--- src/rtl/forward_hazard_unit_if.sv ---
// Bundle of decode-stage sources, producer-stage descriptors and hazard results
// exchanged between the pipeline control path and forward_hazard_unit.
// Ports: master = pipeline side (drives sources/producers, reads selects and stall),
//        slave  = hazard unit side (reads sources/producers, drives selects and stall).
interface forward_hazard_unit_if #(
  parameter int REG_AW  = 5,
  parameter int NUM_SRC = 2,
  parameter int NUM_FWD = 2,
  parameter int SEL_W   = 3,
  parameter int CNT_W   = 16
);

  logic                        id_valid;
  logic [NUM_SRC*REG_AW-1:0]   id_src_addr;
  logic [NUM_FWD-1:0]          stg_wr_en;
  logic [NUM_FWD*REG_AW-1:0]   stg_wr_addr;
  logic [NUM_FWD-1:0]          stg_is_load;
  logic                        mem_ready;
  logic [NUM_SRC*SEL_W-1:0]    fwd_sel;
  logic                        stall;
  logic [CNT_W-1:0]            stall_count;

  modport master (
    output id_valid,
    output id_src_addr,
    output stg_wr_en,
    output stg_wr_addr,
    output stg_is_load,
    output mem_ready,
    input  fwd_sel,
    input  stall,
    input  stall_count
  );

  modport slave (
    input  id_valid,
    input  id_src_addr,
    input  stg_wr_en,
    input  stg_wr_addr,
    input  stg_is_load,
    input  mem_ready,
    output fwd_sel,
    output stall,
    output stall_count
  );

endinterface

--- src/rtl/forward_hazard_unit.sv ---
// Operand forwarding select and load-use stall generation for the pipelined core.
// Latency: fwd_sel is registered (1 cycle); stall is combinational from the current state/inputs.
// Backpressure: stall holds PC and IF/ID and turns the EX slot into a bubble (fwd_sel forced to 0).
//
// Ports:
//   clock        rising-edge clock
//   reset        synchronous, active-high
//   hz.slave     id_valid / id_src_addr       decode-stage instruction and its source registers
//                stg_wr_en / stg_wr_addr      per producer stage (0 = EX, 1 = MEM, ...) destination
//                stg_is_load                  producer stage holds a load
//                mem_ready                    data memory has returned load data
//                fwd_sel                      per source: 0 = regfile, k+1 = stage k (registered)
//                stall                        decode stall request
//                stall_count                  saturating count of stalled cycles
module forward_hazard_unit #(
  parameter int REG_AW   = 5,
  parameter int NUM_SRC  = 2,
  parameter int NUM_FWD  = 2,
  parameter int LOAD_LAT = 1,
  parameter int SEL_W    = 3,
  parameter int CNT_W    = 16
) (
  input  logic                 clock,
  input  logic                 reset,
  forward_hazard_unit_if.slave hz
);

  // Stall sequencer states
  localparam logic [1:0] RUN        = 2'd0;
  localparam logic [1:0] LOAD_STALL = 2'd1;
  localparam logic [1:0] MEM_WAIT   = 2'd2;

  // The down-counter only has to hold LOAD_LAT-1.
  localparam int            CW        = (LOAD_LAT > 1) ? $clog2(LOAD_LAT) : 1;
  localparam logic [CW-1:0] CNT_INIT  = CW'(LOAD_LAT - 1);
  localparam bit            LONG_LOAD = (LOAD_LAT > 1);

  logic [NUM_SRC-1:0][NUM_FWD-1:0] match;
  logic [NUM_SRC-1:0][SEL_W-1:0]   sel;
  logic                            ex_hit;
  logic                            lu;

  logic [1:0]                      state;
  logic [1:0]                      state_nxt;
  logic [CW-1:0]                   cnt;
  logic [CW-1:0]                   cnt_nxt;
  logic                            stall_c;

  logic [NUM_SRC*SEL_W-1:0]        fwd_sel_q;
  logic [CNT_W-1:0]                stall_cnt_q;

  // Loads that have already left EX are handled purely by forwarding, so the
  // per-stage load flags beyond stage 0 never influence the outputs.
  logic                            unused_load_flags;
  assign unused_load_flags = ^hz.stg_is_load;

  // ---------------------------------------------------------------------------
  // Producer match matrix. Register 0 is hard-wired and must never be forwarded,
  // so a producer writing r0 is treated as not writing at all.
  // ---------------------------------------------------------------------------
  always_comb begin
    match = '0;
    for (int i = 0; i < NUM_SRC; i++) begin
      for (int k = 0; k < NUM_FWD; k++) begin
        match[i][k] = hz.stg_wr_en[k]
                   && (hz.stg_wr_addr[k*REG_AW +: REG_AW] != '0)
                   && (hz.stg_wr_addr[k*REG_AW +: REG_AW] == hz.id_src_addr[i*REG_AW +: REG_AW]);
      end
    end
  end

  // ---------------------------------------------------------------------------
  // Per-source select. Scanning from the oldest stage towards EX lets the
  // youngest producer (lowest k) overwrite any older match.
  // ---------------------------------------------------------------------------
  always_comb begin
    sel = '0;
    for (int i = 0; i < NUM_SRC; i++) begin
      for (int k = NUM_FWD - 1; k >= 0; k--) begin
        if (match[i][k]) begin
          sel[i] = SEL_W'(k + 1);
        end
      end
    end
  end

  // ---------------------------------------------------------------------------
  // Load-use hazard: any valid source depending on a load still in EX. One
  // hazard covers every source that hits the same load.
  // ---------------------------------------------------------------------------
  always_comb begin
    ex_hit = 1'b0;
    for (int i = 0; i < NUM_SRC; i++) begin
      ex_hit = ex_hit | match[i][0];
    end
    lu = hz.id_valid && ex_hit && hz.stg_is_load[0];
  end

  // ---------------------------------------------------------------------------
  // Stall sequencer.
  // RUN stalls only for the hazard cycle itself. A load needing more than one
  // cycle, or whose data is not yet back, continues in LOAD_STALL for the
  // remaining fixed latency and then in MEM_WAIT until memory answers.
  // ---------------------------------------------------------------------------
  always_comb begin
    state_nxt = state;
    cnt_nxt   = cnt;
    stall_c   = 1'b0;
    case (state)
      RUN: begin
        stall_c = lu;
        if (lu && (LONG_LOAD || !hz.mem_ready)) begin
          state_nxt = LOAD_STALL;
          cnt_nxt   = CNT_INIT;
        end
      end
      LOAD_STALL: begin
        stall_c = 1'b1;
        if (cnt > CW'(1)) begin
          cnt_nxt = cnt - CW'(1);
        end else begin
          // Last fixed-latency cycle (cnt == 1), or a single-cycle load that
          // entered here only because memory was late (cnt == 0).
          cnt_nxt   = '0;
          state_nxt = hz.mem_ready ? RUN : MEM_WAIT;
        end
      end
      MEM_WAIT: begin
        stall_c = 1'b1;
        if (hz.mem_ready) begin
          state_nxt = RUN;
        end
      end
      default: begin
        state_nxt = RUN;
        cnt_nxt   = '0;
      end
    endcase
  end

  always_ff @(posedge clock) begin
    if (reset) begin
      state <= RUN;
      cnt   <= '0;
    end else begin
      state <= state_nxt;
      cnt   <= cnt_nxt;
    end
  end

  // ---------------------------------------------------------------------------
  // Registered forward select for the instruction entering EX on this edge.
  // A stalled or empty decode slot enters EX as a bubble, which reads nothing.
  // ---------------------------------------------------------------------------
  always_ff @(posedge clock) begin
    if (reset) begin
      fwd_sel_q <= '0;
    end else if (hz.id_valid && !stall_c) begin
      fwd_sel_q <= sel;
    end else begin
      fwd_sel_q <= '0;
    end
  end

  // ---------------------------------------------------------------------------
  // Stalled-cycle performance counter, saturating at all-ones.
  // ---------------------------------------------------------------------------
  always_ff @(posedge clock) begin
    if (reset) begin
      stall_cnt_q <= '0;
    end else if (stall_c && (stall_cnt_q != '1)) begin
      stall_cnt_q <= stall_cnt_q + CNT_W'(1);
    end
  end

  assign hz.fwd_sel     = fwd_sel_q;
  assign hz.stall       = stall_c;
  assign hz.stall_count = stall_cnt_q;

endmodule

--- src/flat_wrapper.sv ---
// flat-port wrapper written by rule: the top's interface ports become plain ports
module forward_hazard_unit_flat 
#(
  parameter int REG_AW   = 5,
  parameter int NUM_SRC  = 2,
  parameter int NUM_FWD  = 2,
  parameter int LOAD_LAT = 1,
  parameter int SEL_W    = 3,
  parameter int CNT_W    = 16
)
  (clock, reset, hz_id_valid, hz_id_src_addr, hz_stg_wr_en, hz_stg_wr_addr, hz_stg_is_load, hz_mem_ready, hz_fwd_sel, hz_stall, hz_stall_count);
  forward_hazard_unit_if #(.REG_AW(REG_AW), .NUM_SRC(NUM_SRC), .NUM_FWD(NUM_FWD), .SEL_W(SEL_W), .CNT_W(CNT_W)) hz_i ();
  input  logic clock;
  input  logic reset;
  input wire logic [$bits(hz_i.id_valid)-1:0] hz_id_valid;
  input wire logic [$bits(hz_i.id_src_addr)-1:0] hz_id_src_addr;
  input wire logic [$bits(hz_i.stg_wr_en)-1:0] hz_stg_wr_en;
  input wire logic [$bits(hz_i.stg_wr_addr)-1:0] hz_stg_wr_addr;
  input wire logic [$bits(hz_i.stg_is_load)-1:0] hz_stg_is_load;
  input wire logic [$bits(hz_i.mem_ready)-1:0] hz_mem_ready;
  output wire logic [$bits(hz_i.fwd_sel)-1:0] hz_fwd_sel;
  output wire logic [$bits(hz_i.stall)-1:0] hz_stall;
  output wire logic [$bits(hz_i.stall_count)-1:0] hz_stall_count;
  assign hz_i.id_valid = hz_id_valid;
  assign hz_i.id_src_addr = hz_id_src_addr;
  assign hz_i.stg_wr_en = hz_stg_wr_en;
  assign hz_i.stg_wr_addr = hz_stg_wr_addr;
  assign hz_i.stg_is_load = hz_stg_is_load;
  assign hz_i.mem_ready = hz_mem_ready;
  assign hz_fwd_sel = hz_i.fwd_sel;
  assign hz_stall = hz_i.stall;
  assign hz_stall_count = hz_i.stall_count;
  forward_hazard_unit #(.REG_AW(REG_AW), .NUM_SRC(NUM_SRC), .NUM_FWD(NUM_FWD), .LOAD_LAT(LOAD_LAT), .SEL_W(SEL_W), .CNT_W(CNT_W)) u_core (.clock(clock), .reset(reset), .hz(hz_i));
endmodule
--- config.mk ---
export PLATFORM = sky130hd
export DESIGN_NAME = forward_hazard_unit_flat
export DESIGN_NICKNAME = d
export VERILOG_FILES = /design/src/rtl/forward_hazard_unit_if.sv /design/src/rtl/forward_hazard_unit.sv /design/src/flat_wrapper.sv
export SDC_FILE = /design/constraint.sdc
export NUM_CORES = 1
export LEC_CHECK = 0
export ABC_AREA = 1
export CAP_MARGIN = 15
export CORE_MARGIN = 2
export CORE_UTILIZATION = 45
export CTS_CLUSTER_SIZE = 12
export DETAILED_ROUTE_END_ITERATION = 7
export HOLD_SLACK_MARGIN = 0.05
export PLACE_DENSITY = 0.75
export SKIP_CTS_REPAIR_TIMING = 1
export SLEW_MARGIN = 40
export SYNTH_ARGS = -nofsm -noshare
export SYNTH_HDL_FRONTEND = slang
export SYNTH_SLANG_ARGS = --single-unit
--- constraint.sdc ---
create_clock -name clock -period 2 [get_ports clock]
set_input_delay 0.2 -clock clock [delete_from_list [all_inputs] [get_ports clock]]
set_output_delay 0.2 -clock clock [all_outputs]
set_load 0.01 [all_outputs]
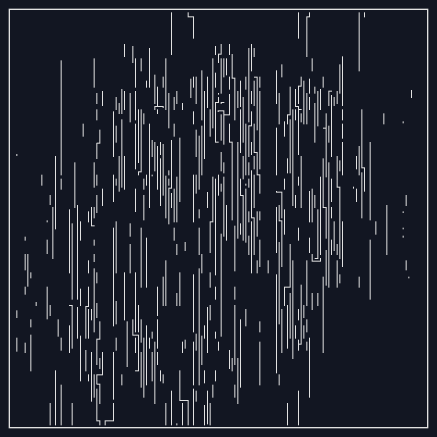
met2.png
Drawn at 6 px/um.
wire length on this layer: 1940 um
share of all routed wire: 47%
longest straight run: 20.7 um
main direction: vertical
nets with wire on the layer: 287

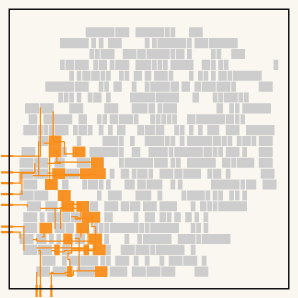
port_nets.png
Drawn at 4 px/um.
legend:
  orange:
    port: hz_id_src_addr
    bits: 10
    direction: input
    end_cells: 22
    buffers: 16
    wire: 297 um
count of port buffers added during placement: 47
I/O Pins: 51

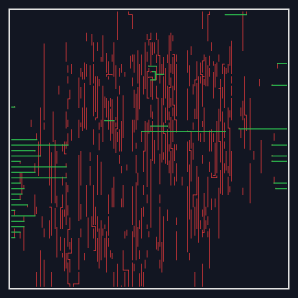
metal_stack.png
Drawn at 4 px/um. Only two layers are drawn.
legend:
  green:
    layer: met3
    wire_length: 172 um
  red:
    layer: met2
    wire_length: 1940 um
average wire length per cell after detail routing: 10.7 um
Total Routing Usage GR: 18.4%
Via Count: 1848
Routed Wire Length: 4160 um

==> kinds of logic after synthesis <==
family	Yosys count	share of synthesized area, %
other	1	0.194
buffers and inverters	65	15.1
AND-OR/OR-AND	3	0.972
adder cells (fa/ha/maj)	5	3.24
XOR/XNOR	18	8.17
flip-flops	22	22.8
AND/OR/NAND/NOR	168	49.5
==> metal layers <==
layer,part of all wire (%),vias to the layer above
li1,-,984
met1,49,823
met5,0,-
met4,0.70,0
met3,4.1,2
met2,47,39
==> flip-flops by register name, summed over array words and instances (netlist names) <==
register               flops
u_core.hz.fwd_sel          4
u_core.hz.stall_count     16
u_core.state               2
==> report_power, final <==
group	switching [mW]	total, mW	internal (mW)
clock network	0.139	0.273	0.134
logic	0.319	0.561	0.242
registers	0.0256	0.492	0.466
total	0.484	1.33	0.842
==> job_summary.md <==
## PnR job results

| Metric | Value |
|---|---|
| Dominant kind of cell by area | `multi-input combinational cells` |
| Final design area excluding fillers | `2550 sq um` |
| Worst setup path endpoint | `u_core.hz.stall_count[1]` |
| Met3 demand-to-capacity share in global routing | `2.91%` |
| Area of the synthesized netlist per yosys stat | `around 1900 sq um` |
| Sequential Area | `440 sq um` |
| Number of search-and-repair iterations in the first detailed-routing pass | `4` |
| Yosys top cell by area | `sky130_fd_sc_hd__dfxtp_1` |
| Layout clock buffers | `3` |
| Critical Path Sink Type | `flop` |
| Synthesized area per cell | `6.84 sq um` |
| Arrival time reported for the critical path endpoint | `1.99 ns` |
| CTS tree | `done` |
| Minimum clock period | `1.79 ns` |
| Reg2reg path depth | `12` |
| Asr flop ratio synth | `0%` |
| Yosys Instances | `282` |
| Seq/Total Area, Yosys | `22.8%` |
| Reg2Reg Setup Slack | `0.22 ns` |
| Detailed router's first-iteration violation count | `91` |
| Most common cell after layout, fill and taps aside | `sky130_fd_sc_hd__nand2_1` |
| Grt peak-use layer | `met2` |
| Placement-stage cell area | `2490 sq um` |
| Final antenna-violating net count | `0` |
| Largest voltage drop on the vdd net | `0.000267 V` |
| Utilization after layout | `62.8%` |
| Remaining global-route overflow | `0` |
| Post-DP HPWL | `about 3300 um` |
| Crit path buf inv count | `3` |
| Vertical die dimension | `69.5 um` |
| Die Wd | `69.5 um` |
| Final total negative setup slack | `0 ns` |
| Critical-path cell list | `clkdlybuf4s50_1 > xnor2_1 > nand2_1 > nor2_2 > nand3_2 > nand2_2 > nand3_2 > nand2_4 > buf_6 > nand3_1 > nand2_1 > inv_1 > nor2_1` |
| Period Utilization, post-route | `89.6%` |
| Via-to-Cell Ratio | `between 4 and 5` |
| RSZ-0062 raised after global routing | `no` |
| Final worst clock skew | `0.00628 ns` |
| Effective utilization at floorplan | `47.5%` |
| Synthesis warning total | `0` |
| Die footprint | `4830 sq um` |
| Fraction of final layout cells with drive strength greater than 1 | `21.9%` |
| Routability Congestion | `slightly above 0.8` |
| Post-layout net count | `about 370` |
| Hold wc startpoint | `reset` |
| Setup crit start kind | `input port` |
| Fraction of met2 tracks used by global routing | `a little under a third` |
| Flop count | `22` |
| Sequential cell area share | `17.3%` |
| Buffer levels on the longest clock path | `2` |
| Via count of the first global-routing pass | `1812` |
| CP max FO | `30` |
| Register bit count reported by yosys | `22` |
| Setup slack after placement | `-0.192 ns` |
| Std-Cell Rows | `23` |
| Most frequent cells in the layout | `sky130_fd_sc_hd__nand2_1, sky130_fd_sc_hd__clkdlybuf4s50_1, sky130_fd_sc_hd__inv_1, sky130_fd_sc_hd__nor2_1, sky130_fd_sc_hd__dfxtp_1` |
| GR Layer Usage met1 | `between 20% and 30%` |
| Hold Path Class | `input port to flop` |
| Repair and plain buffers | `61` |
| Result of the run | `finished, final reports clean` |
| Final hold viol count | `0` |
| Cell at the slowest stage of the critical path | `sky130_fd_sc_hd__clkdlybuf4s50_1` |
| Synthesized instance count | `282` |
| Endpoint of the worst-slack reg-to-reg timing path | `u_core.hz.stall_count[8]` |
| Sum of internal, switching and leakage power | `1.33 mW` |
| Post-route DRC | `0` |
Power is estimated from default activity; no workload was simulated.
